**Run 1: routed metal, one colour a layer**

Bar = 50 microns. Only two layers are drawn.
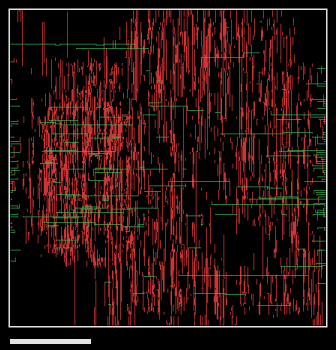
**Run 1: routing congestion**

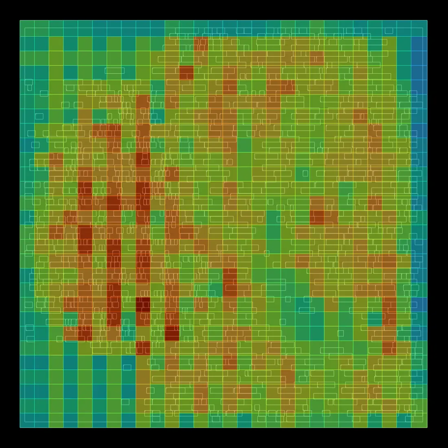
**Run 1: sequential cells grouped by signal name**

Bar = 50 microns.
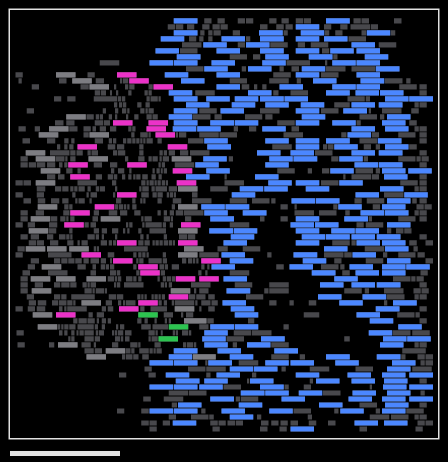
<file path="src/rtl/vigna_prefetch_pkg.sv">
// rtl/vigna_prefetch_pkg.sv - shared types, defaults and helpers for the prefetch queue
package vigna_prefetch_pkg;

    localparam logic [31:0] VIGNA_CORE_RESET_ADDR = 32'h0000_0000;

    typedef enum logic [1:0] {
        ST_IDLE    = 2'd0,
        ST_REQ     = 2'd1,
        ST_DISCARD = 2'd2
    } fetch_state_e;

    typedef struct packed {
        logic [31:0] pc;
        logic [31:0] inst;
    } fetch_entry_t;

    function automatic logic [31:0] word_align(input logic [31:0] addr);
        return {addr[31:2], 2'b00};
    endfunction

endpackage

</file>
<file path="src/rtl/vigna_prefetch_if.sv">
// rtl/vigna_prefetch_if.sv - i-bus, execute and redirect signals of the prefetch queue
interface vigna_prefetch_if;
    logic        i_valid;
    logic        i_ready;
    logic [31:0] i_addr;
    logic [31:0] i_rdata;
    logic        inst_valid;
    logic        inst_ready;
    logic [31:0] inst;
    logic [31:0] inst_pc;
    logic        redir_valid;
    logic [31:0] redir_pc;
    logic        flushing;

    modport master (
        output i_valid, i_addr, inst_valid, inst, inst_pc, flushing,
        input  i_ready, i_rdata, inst_ready, redir_valid, redir_pc
    );

    modport slave (
        input  i_valid, i_addr, inst_valid, inst, inst_pc, flushing,
        output i_ready, i_rdata, inst_ready, redir_valid, redir_pc
    );
endinterface

</file>
<file path="src/rtl/vigna_sync_fifo.sv">
// rtl/vigna_sync_fifo.sv - synchronous FIFO with flush, registered head, no write-through bypass
module vigna_sync_fifo #(
    parameter int WIDTH = 64,
    parameter int DEPTH = 4,
    localparam int AW   = $clog2(DEPTH)
) (
    input  logic             clk,
    input  logic             resetn,
    input  logic             push,
    input  logic [WIDTH-1:0] wdata,
    input  logic             pop,
    input  logic             flush,
    output logic [WIDTH-1:0] rdata,
    output logic             full,
    output logic             empty,
    output logic [AW:0]      count
);

    logic [WIDTH-1:0] mem [DEPTH];
    logic [AW-1:0]    wptr;
    logic [AW-1:0]    rptr;
    logic             do_push;
    logic             do_pop;

    assign full    = (count == (AW+1)'(DEPTH));
    assign empty   = (count == '0);
    assign do_pop  = pop && !empty && !flush;
    assign do_push = push && !flush && (!full || do_pop);
    assign rdata   = mem[rptr];

    always_ff @(posedge clk) begin
        if (do_push) begin
            mem[wptr] <= wdata;
        end
    end

    // Pointers wrap naturally because DEPTH is a power of two.
    always_ff @(posedge clk or negedge resetn) begin
        if (!resetn) begin
            wptr  <= '0;
            rptr  <= '0;
            count <= '0;
        end else if (flush) begin
            wptr  <= '0;
            rptr  <= '0;
            count <= '0;
        end else begin
            if (do_push) wptr <= wptr + 1'b1;
            if (do_pop)  rptr <= rptr + 1'b1;
            count <= count + (AW+1)'(do_push) - (AW+1)'(do_pop);
        end
    end

endmodule

</file>
<file path="src/rtl/vigna_prefetch.sv">
// rtl/vigna_prefetch.sv - DEPTH-entry instruction prefetch queue with redirect and in-flight discard
module vigna_prefetch
    import vigna_prefetch_pkg::*;
#(
    parameter logic [31:0] RESET_ADDR = VIGNA_CORE_RESET_ADDR,
    parameter int          DEPTH      = 4
) (
    input  logic               clk,
    input  logic               resetn,
    vigna_prefetch_if.master   bus
);

    localparam int CW = $clog2(DEPTH) + 1;

    fetch_state_e  state;
    logic          i_valid_q;
    logic [31:0]   i_addr_q;
    logic [31:0]   target_q;
    logic          flushing_q;

    logic          redir;
    logic [31:0]   redir_target;
    logic          push;
    logic          pop;
    logic          room;
    logic          fifo_full;
    logic          fifo_empty;
    logic [CW-1:0] count;
    logic [CW-1:0] count_next;
    fetch_entry_t  head;

    assign redir        = bus.redir_valid;
    assign redir_target = word_align(bus.redir_pc);
    assign pop          = !fifo_empty && bus.inst_ready;
    assign push         = bus.i_ready && i_valid_q && (state == ST_REQ) && !redir
                          && (!fifo_full || pop);
    assign count_next   = redir ? '0 : count + CW'(push) - CW'(pop);
    assign room         = (count_next < CW'(DEPTH));

    vigna_sync_fifo #(
        .WIDTH ($bits(fetch_entry_t)),
        .DEPTH (DEPTH)
    ) u_fifo (
        .clk    (clk),
        .resetn (resetn),
        .push   (push),
        .wdata  ({i_addr_q, bus.i_rdata}),
        .pop    (pop),
        .flush  (redir),
        .rdata  (head),
        .full   (fifo_full),
        .empty  (fifo_empty),
        .count  (count)
    );

    assign bus.i_valid    = i_valid_q;
    assign bus.i_addr     = i_addr_q;
    assign bus.flushing   = flushing_q;
    assign bus.inst_valid = !fifo_empty;
    assign bus.inst       = fifo_empty ? 32'h0 : head.inst;
    assign bus.inst_pc    = fifo_empty ? 32'h0 : head.pc;

    // i_addr must stay put while a request is pending, so a redirect that
    // arrives mid-fetch parks its target until the stale word returns.
    always_ff @(posedge clk or negedge resetn) begin
        if (!resetn) begin
            state      <= ST_IDLE;
            i_valid_q  <= 1'b0;
            i_addr_q   <= RESET_ADDR;
            target_q   <= RESET_ADDR;
            flushing_q <= 1'b0;
        end else begin
            case (state)
                ST_IDLE: begin
                    if (redir) begin
                        i_addr_q  <= redir_target;
                        i_valid_q <= 1'b1;
                        state     <= ST_REQ;
                    end else if (room) begin
                        i_valid_q <= 1'b1;
                        state     <= ST_REQ;
                    end
                end
                ST_REQ: begin
                    if (redir && bus.i_ready) begin
                        i_addr_q <= redir_target;
                    end else if (redir) begin
                        target_q   <= redir_target;
                        flushing_q <= 1'b1;
                        state      <= ST_DISCARD;
                    end else if (bus.i_ready) begin
                        i_addr_q  <= i_addr_q + 32'd4;
                        i_valid_q <= room;
                        state     <= room ? ST_REQ : ST_IDLE;
                    end
                end
                ST_DISCARD: begin
                    if (bus.i_ready) begin
                        i_addr_q   <= redir ? redir_target : target_q;
                        flushing_q <= 1'b0;
                        state      <= ST_REQ;
                    end else if (redir) begin
                        target_q <= redir_target;
                    end
                end
                default: begin
                    i_valid_q  <= 1'b0;
                    flushing_q <= 1'b0;
                    state      <= ST_IDLE;
                end
            endcase
        end
    end

endmodule

</file>
<file path="src/flat_wrapper.sv">
// flat-port wrapper written by rule: the top's interface ports become plain ports
module vigna_prefetch_flat import vigna_prefetch_pkg::*;
#(
    parameter logic [31:0] RESET_ADDR = VIGNA_CORE_RESET_ADDR,
    parameter int          DEPTH      = 4
)
  (clk, resetn, bus_i_valid, bus_i_addr, bus_inst_valid, bus_inst, bus_inst_pc, bus_flushing, bus_i_ready, bus_i_rdata, bus_inst_ready, bus_redir_valid, bus_redir_pc);
  vigna_prefetch_if bus_i ();
  input  logic clk;
  input  logic resetn;
  output wire logic [$bits(bus_i.i_valid)-1:0] bus_i_valid;
  output wire logic [$bits(bus_i.i_addr)-1:0] bus_i_addr;
  output wire logic [$bits(bus_i.inst_valid)-1:0] bus_inst_valid;
  output wire logic [$bits(bus_i.inst)-1:0] bus_inst;
  output wire logic [$bits(bus_i.inst_pc)-1:0] bus_inst_pc;
  output wire logic [$bits(bus_i.flushing)-1:0] bus_flushing;
  input wire logic [$bits(bus_i.i_ready)-1:0] bus_i_ready;
  input wire logic [$bits(bus_i.i_rdata)-1:0] bus_i_rdata;
  input wire logic [$bits(bus_i.inst_ready)-1:0] bus_inst_ready;
  input wire logic [$bits(bus_i.redir_valid)-1:0] bus_redir_valid;
  input wire logic [$bits(bus_i.redir_pc)-1:0] bus_redir_pc;
  assign bus_i_valid = bus_i.i_valid;
  assign bus_i_addr = bus_i.i_addr;
  assign bus_inst_valid = bus_i.inst_valid;
  assign bus_inst = bus_i.inst;
  assign bus_inst_pc = bus_i.inst_pc;
  assign bus_flushing = bus_i.flushing;
  assign bus_i.i_ready = bus_i_ready;
  assign bus_i.i_rdata = bus_i_rdata;
  assign bus_i.inst_ready = bus_inst_ready;
  assign bus_i.redir_valid = bus_redir_valid;
  assign bus_i.redir_pc = bus_redir_pc;
  vigna_prefetch #(.RESET_ADDR(RESET_ADDR), .DEPTH(DEPTH)) u_core (.clk(clk), .resetn(resetn), .bus(bus_i));
endmodule
</file>
<file path="config.mk">
export PLATFORM = sky130hd
export DESIGN_NAME = vigna_prefetch_flat
export DESIGN_NICKNAME = d
export VERILOG_FILES = /design/src/rtl/vigna_prefetch_pkg.sv /design/src/rtl/vigna_prefetch_if.sv /design/src/rtl/vigna_sync_fifo.sv /design/src/rtl/vigna_prefetch.sv /design/src/flat_wrapper.sv
export SDC_FILE = /design/constraint.sdc
export NUM_CORES = 1
export LEC_CHECK = 0
export ABC_CLOCK_PERIOD_IN_PS = 4600
export CORE_MARGIN = 2
export CORE_UTILIZATION = 40
export DETAILED_ROUTE_END_ITERATION = 8
export MAX_ROUTING_LAYER = met4
export PLACE_DENSITY = 0.63
export SLEW_MARGIN = 15
export SYNTH_ARGS = -nofsm -noshare
export SYNTH_HDL_FRONTEND = slang
export SYNTH_SLANG_ARGS = --single-unit
export TNS_END_PERCENT = 100
</file>
<file path="constraint.sdc">
create_clock -name clk -period 4.6 [get_ports clk]
set_clock_uncertainty 0.2 [all_clocks]
set_input_delay 0.46 -clock clk [delete_from_list [all_inputs] [get_ports clk]]
set_output_delay 0.46 -clock clk [all_outputs]
set_load 0.02 [all_outputs]
</file>
==> run_results.csv, run 1 <==
group,metric,value,unit
cells_and_area,diodes,0,
critical_path,slowest_delay,0.83,ns
synthesis,yosys_cells,927,
power_and_ir_drop,p_leak,0.00612,uW
outcome,status,"complete, no violations",
cells_and_area,num-nets-final,1185,
power_and_ir_drop,p_total,12300,uW
synthesis,ys_types,64,
placement,place.detailed.instances,1523,
detailed_routing,ant_nets,0,
cells_and_area,n_fill_cell,2986,
global_route,grt_max_degree,67,
critical_path,cp_top_family,"buffers and inverters",
die,fp.coreArea,0.0356,sq mm
placement,dpl.hpwl,21300,microns
final_timing,period_minus_slack,3.62,ns
final_timing,holdWs,0.302,ns
synthesis,synth.cell_area,0.0144,sq mm
power_and_ir_drop,ir_drop,0.409,mV
critical_path,cp.arrival,2.96,ns
synthesis,avgSynthCellArea,15.6,sq um
final_timing,final-hold-violation-count,0,
cts,clk_root_buffer_cell,"clkbuf_16",
power_and_ir_drop,swShare,0.349,
cts,clock_path_buffers,3,
About 'routed metal, one colour a layer':
[red] met2 | wire length: 16200 microns
[green] met3 | wire length: 1890 microns
Post-Route WL: 34000 microns
routed vias: 8737

About 'routing congestion':
post-layout util: 0.507
GR Util met3: 0.0278
DR WL/cell: 21.3 microns

About 'sequential cells grouped by signal name':
[magenta] `u_core.bus.i_addr` | sequential cells: 32
[blue] `u_core.u_fifo.mem` | sequential cells: 256
[green] `u_core.u_fifo.count` | sequential cells: 3
Flop area: 0.00957 sq mm
P_seq: 4420 uW
Seq/total area: 0.531

run 1: worst register-to-register path, stage by stage (launching register included):
cell and delay [ns]:
dfrtp_1 0.42, inv_1 0.11, ha_1 0.53, nand4b_1 0.28
nor2_1 0.53, inv_1 0.09, ha_1 0.29, inv_1 0.06
ha_1 0.13, inv_1 0.05, fa_1 0.37, xnor2_1 0.16
nor2_1 0.05
run 1: routing by layer:
layer	GRT usage	wire length (microns)	up-vias
met5	-	0	-
met4	0.0460	652	0
met3	0.0278	1890	51
met2	0.292	16200	274
met1	0.260	15200	4433
li1	-	-	3979
run 1: Yosys cell counts, types with 6 or more instances:
library cell | count | area (sq um)
dfrtp_1 | 75 | 1880
ha_1 | 12 | 150
a221oi_1 | 14 | 123
nand3_1 | 19 | 95.1
mux2_2 | 34 | 383
xor2_1 | 6 | 52.6
nor3_1 | 8 | 40.0
clkbuf_1 | 25 | 93.8
a22o_1 | 11 | 96.3
buf_2 | 22 | 110
o21ai_0 | 46 | 230
nor2b_1 | 6 | 37.5
and2_1 | 69 | 432
nand2b_1 | 7 | 43.8
a31oi_1 | 9 | 56.3
nand4_1 | 7 | 43.8
edfxtp_1 | 256 | 7690
inv_1 | 16 | 60.1
mux2i_1 | 10 | 100
xnor2_1 | 9 | 78.8
nor2_1 | 40 | 150
a22oi_1 | 6 | 45.0
mux4_2 | 64 | 1440
a21oi_1 | 36 | 180
nand2_1 | 42 | 158
o211ai_1 | 7 | 52.6
run 1: worst paths after layout:
| check | from | endpoint | cells after the start |
|---|---|---|---|
| min | u_core.target_q[1] | u_core.target_q[1] | 1 |
| max | u_core.u_fifo.rptr[0] | bus_inst_pc[15] | 4 |
| min reg2reg | u_core.target_q[1] | u_core.target_q[1] | 1 |
| max reg2reg | u_core.state[1] | u_core.u_fifo.count[2] | 12 |
| max in group asynchronous | resetn | u_core.bus.i_addr[4] | 3 |
| min in group asynchronous | resetn | u_core.target_q[28] | 2 |
run 1: logic make-up after synthesis:
logic type,Yosys count,share of synthesized area
flip-flops,331,0.663
AND/OR/NAND/NOR,229,0.0887
AND-OR/OR-AND,162,0.0740
multiplexers,108,0.133
buffers and inverters,69,0.0205
XOR/XNOR,15,0.00910
adder cells (fa/ha/maj),13,0.0118
run 1: sequential cells by signal, indices dropped and copies added, names as in the netlist:
name                 flops
u_core.u_fifo.count      3
u_core.bus.i_addr       32
u_core.target_q         32
u_core.bus.i_valid       1
u_core.u_fifo.wptr       2
u_core.bus.flushing      1
u_core.u_fifo.rptr       2
u_core.state             2
u_core.u_fifo.mem      256
run 1: power by group through the flow:
stage	registers [uW]	logic, uW	clock network, uW
floorplan	4340	2820	0
global placement	4470	4600	0
detailed placement	4490	4650	0
CTS	4430	4670	3300
global route	4510	5000	3420
finish	4420	4610	3230
run 1: cell type report:
class                           instances  area (sq um)  share of cell area
Clock buffer                           48          1080              0.0601
Clock inverter                         20           279              0.0155
Tap cell                              461           577              0.0320
Multi-Input combinational cell        527          4600               0.255
Inverter                               17          63.8             0.00354
Timing Repair Buffer                  188          1860               0.103
Sequential cell                       331          9570               0.531
--- run 2 (diff from run 1) ---
--- a/config.mk
+++ b/config.mk
@@ -5,7 +5,7 @@
 export SDC_FILE = /design/constraint.sdc
 export NUM_CORES = 1
 export LEC_CHECK = 0
-export ABC_CLOCK_PERIOD_IN_PS = 4600
+export ABC_CLOCK_PERIOD_IN_PS = 3800
 export CORE_MARGIN = 2
 export CORE_UTILIZATION = 40
 export DETAILED_ROUTE_END_ITERATION = 8
==> constraint.sdc (replaced) <==
create_clock -name clk -period 3.8 [get_ports clk]
set_clock_uncertainty 0.2 [all_clocks]
set_input_delay 0.38 -clock clk [delete_from_list [all_inputs] [get_ports clk]]
set_output_delay 0.38 -clock clk [all_outputs]
set_load 0.02 [all_outputs]
**Run 2: routing congestion**

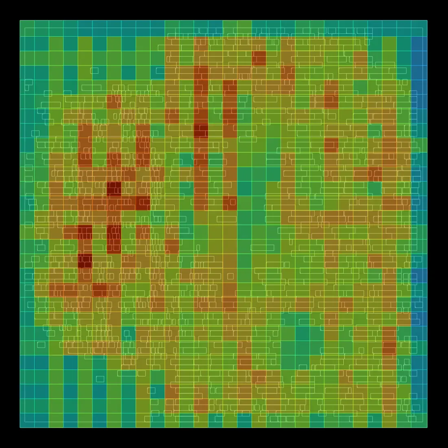
post-layout util: 0.505
DR WL/cell: 21.1 microns
All-Layer GR Usage: 0.183
met2 Use GR: 0.289

**Run 2: routed metal, one colour a layer**

Bar = 50 microns. Only two layers are drawn.
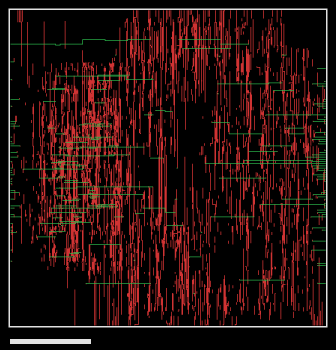
[green] met3 | wire length: 1850 microns
[red] met2 | wire length: 16000 microns
Post-Route WL: 33700 microns
routed vias: 8771

==> run 2 against run 1 <==
Routed wire length fell by 0.72%. Via count rose by 0.39%. Critical endpoint is now bus_inst_pc[16]. Sequential share of layout area rose by 0.23 points. Cell area fell by 0.43%. Largest cell class unchanged. Total power rose by 17%.
==> run_results.csv, run 2 <==
group,metric,value,unit
outcome,status,"complete, no violations",
synthesis,ys_types,64,
global_route,grt_max_degree,66,
critical_path,cp.arrival,2.74,ns
cells_and_area,num-nets-final,1197,
final_timing,final-hold-violation-count,0,
synthesis,synth_area_leader_cell,"edfxtp_1",
power_and_ir_drop,p_total,14300,uW
synthesis,yosys-top-cells-area,"edfxtp_1 (53%), dfrtp_1 (13%), mux4_2 (10%)",
power_and_ir_drop,p_leak,0.00609,uW
cells_and_area,largest_reg_flops,256,
cts,clock_path_buffers,3,
synthesis,synth.cell_area,0.0144,sq mm
synthesis,avgSynthCellArea,15.6,sq um
synthesis,top_area_frac,0.533,
die,initial_core_util,0.406,
cells_and_area,top_register,"u_core.u_fifo.mem",
die,fp.coreArea,0.0356,sq mm
final_timing,period_minus_slack,3.32,ns
synthesis,most_common_cell,"edfxtp_1",
critical_path,reg2reg_depth,9,
synthesis,common_cells,"edfxtp_1 (256), dfrtp_1 (75), and2_1 (69), mux4_2 (64), o21ai_0 (46)",
critical_path,slowest_delay,0.58,ns
synthesis,yosys_cells,927,
critical_path,r2r-start,"u_core.state[1]",
critical_path,rr_endpoint,"u_core.bus.i_addr[25]",
placement,dpl.hpwl,21900,microns
## run 2: kinds of logic (layout without fill, tap and decap cells)
group,after synthesis,in the layout,share of synthesized area
AND-OR/OR-AND,162,162,0.0740
XOR/XNOR,15,15,0.00910
adder cells (fa/ha/maj),13,13,0.0118
buffers and inverters,69,283,0.0205
flip-flops,331,331,0.663
multiplexers,108,108,0.133
AND/OR/NAND/NOR,229,229,0.0887
## run 2: layout make-up
| cell class | instances | area, sq um | share of cell area |
|---|---|---|---|
| sequential | 331 | 9570 | 0.533 |
| multi-input combinational | 527 | 4590 | 0.256 |
| timing repair buffer | 200 | 2010 | 0.112 |
| clock buffer | 51 | 1020 | 0.0569 |
| tap | 461 | 577 | 0.0321 |
| clock inverter | 15 | 120 | 0.00669 |
| inverter | 17 | 63.8 | 0.00355 |
## run 2: critical path: cells and delay by family, from the launching register on
family                 cells  cell delay (ns)
and+or+nand+nor            2             0.79
DFF                        1             0.45
buffers and inverters      2             0.93
## run 2: what timing repair did
| item | in CTS | in global routing |
|---|---|---|
| hold buffers | 1 | 0 |
| buffers inserted | 0 | 0 |
| endpoints found under the hold margin | 18 | 0 |
## run 2: per-stage QoR
| step | hold slack (ns) | std cells | setup WS, ns |
|---|---|---|---|
| 2_1_floorplan | -0.116 | 927 | 0.393 |
| 3_3_place_gp | 0.159 | 1535 | 0.874 |
| 3_5_place_dp | 0.168 | 1535 | 0.879 |
| 4_1_cts | 0.157 | 1602 | 0.424 |
| 5_1_grt | 0.189 | 1602 | 0.370 |
| 6_report | 0.162 | 1602 | 0.484 |
## run 2: how the worst max path moves through the flow
stage                     cells after the start  slack, ns              startpoint                      end
after CTS                                     4       0.42  u_core.u_fifo.count[1]          bus_inst_pc[18]
final                                         4       0.48  u_core.u_fifo.count[1]          bus_inst_pc[16]
after global placement                       12       0.87         bus_redir_valid   u_core.u_fifo.count[2]
after detailed placement                      8       0.88         bus_redir_valid    u_core.bus.i_addr[13]
after floorplan                               5       0.39         u_core.state[1]  u_core.u_fifo.mem[1][0]
after global routing                          4       0.37  u_core.u_fifo.count[1]          bus_inst_pc[18]
## run 2: routing by layer
layer,GRT usage,part of all wire
met5,-,0
met3,0.0301,0.055
met4,0.0396,0.014
met2,0.289,0.47
met1,0.251,0.46
## run 2: report_power, final
| group | total [uW] | internal (uW) | switching [uW] |
|---|---|---|---|
| sequential | 5250 | 4580 | 672 |
| clock | 3340 | 1960 | 1390 |
| combinational | 5740 | 2630 | 3120 |
| total | 14300 | 9170 | 5180 |
Power is estimated from default activity; no workload was simulated.
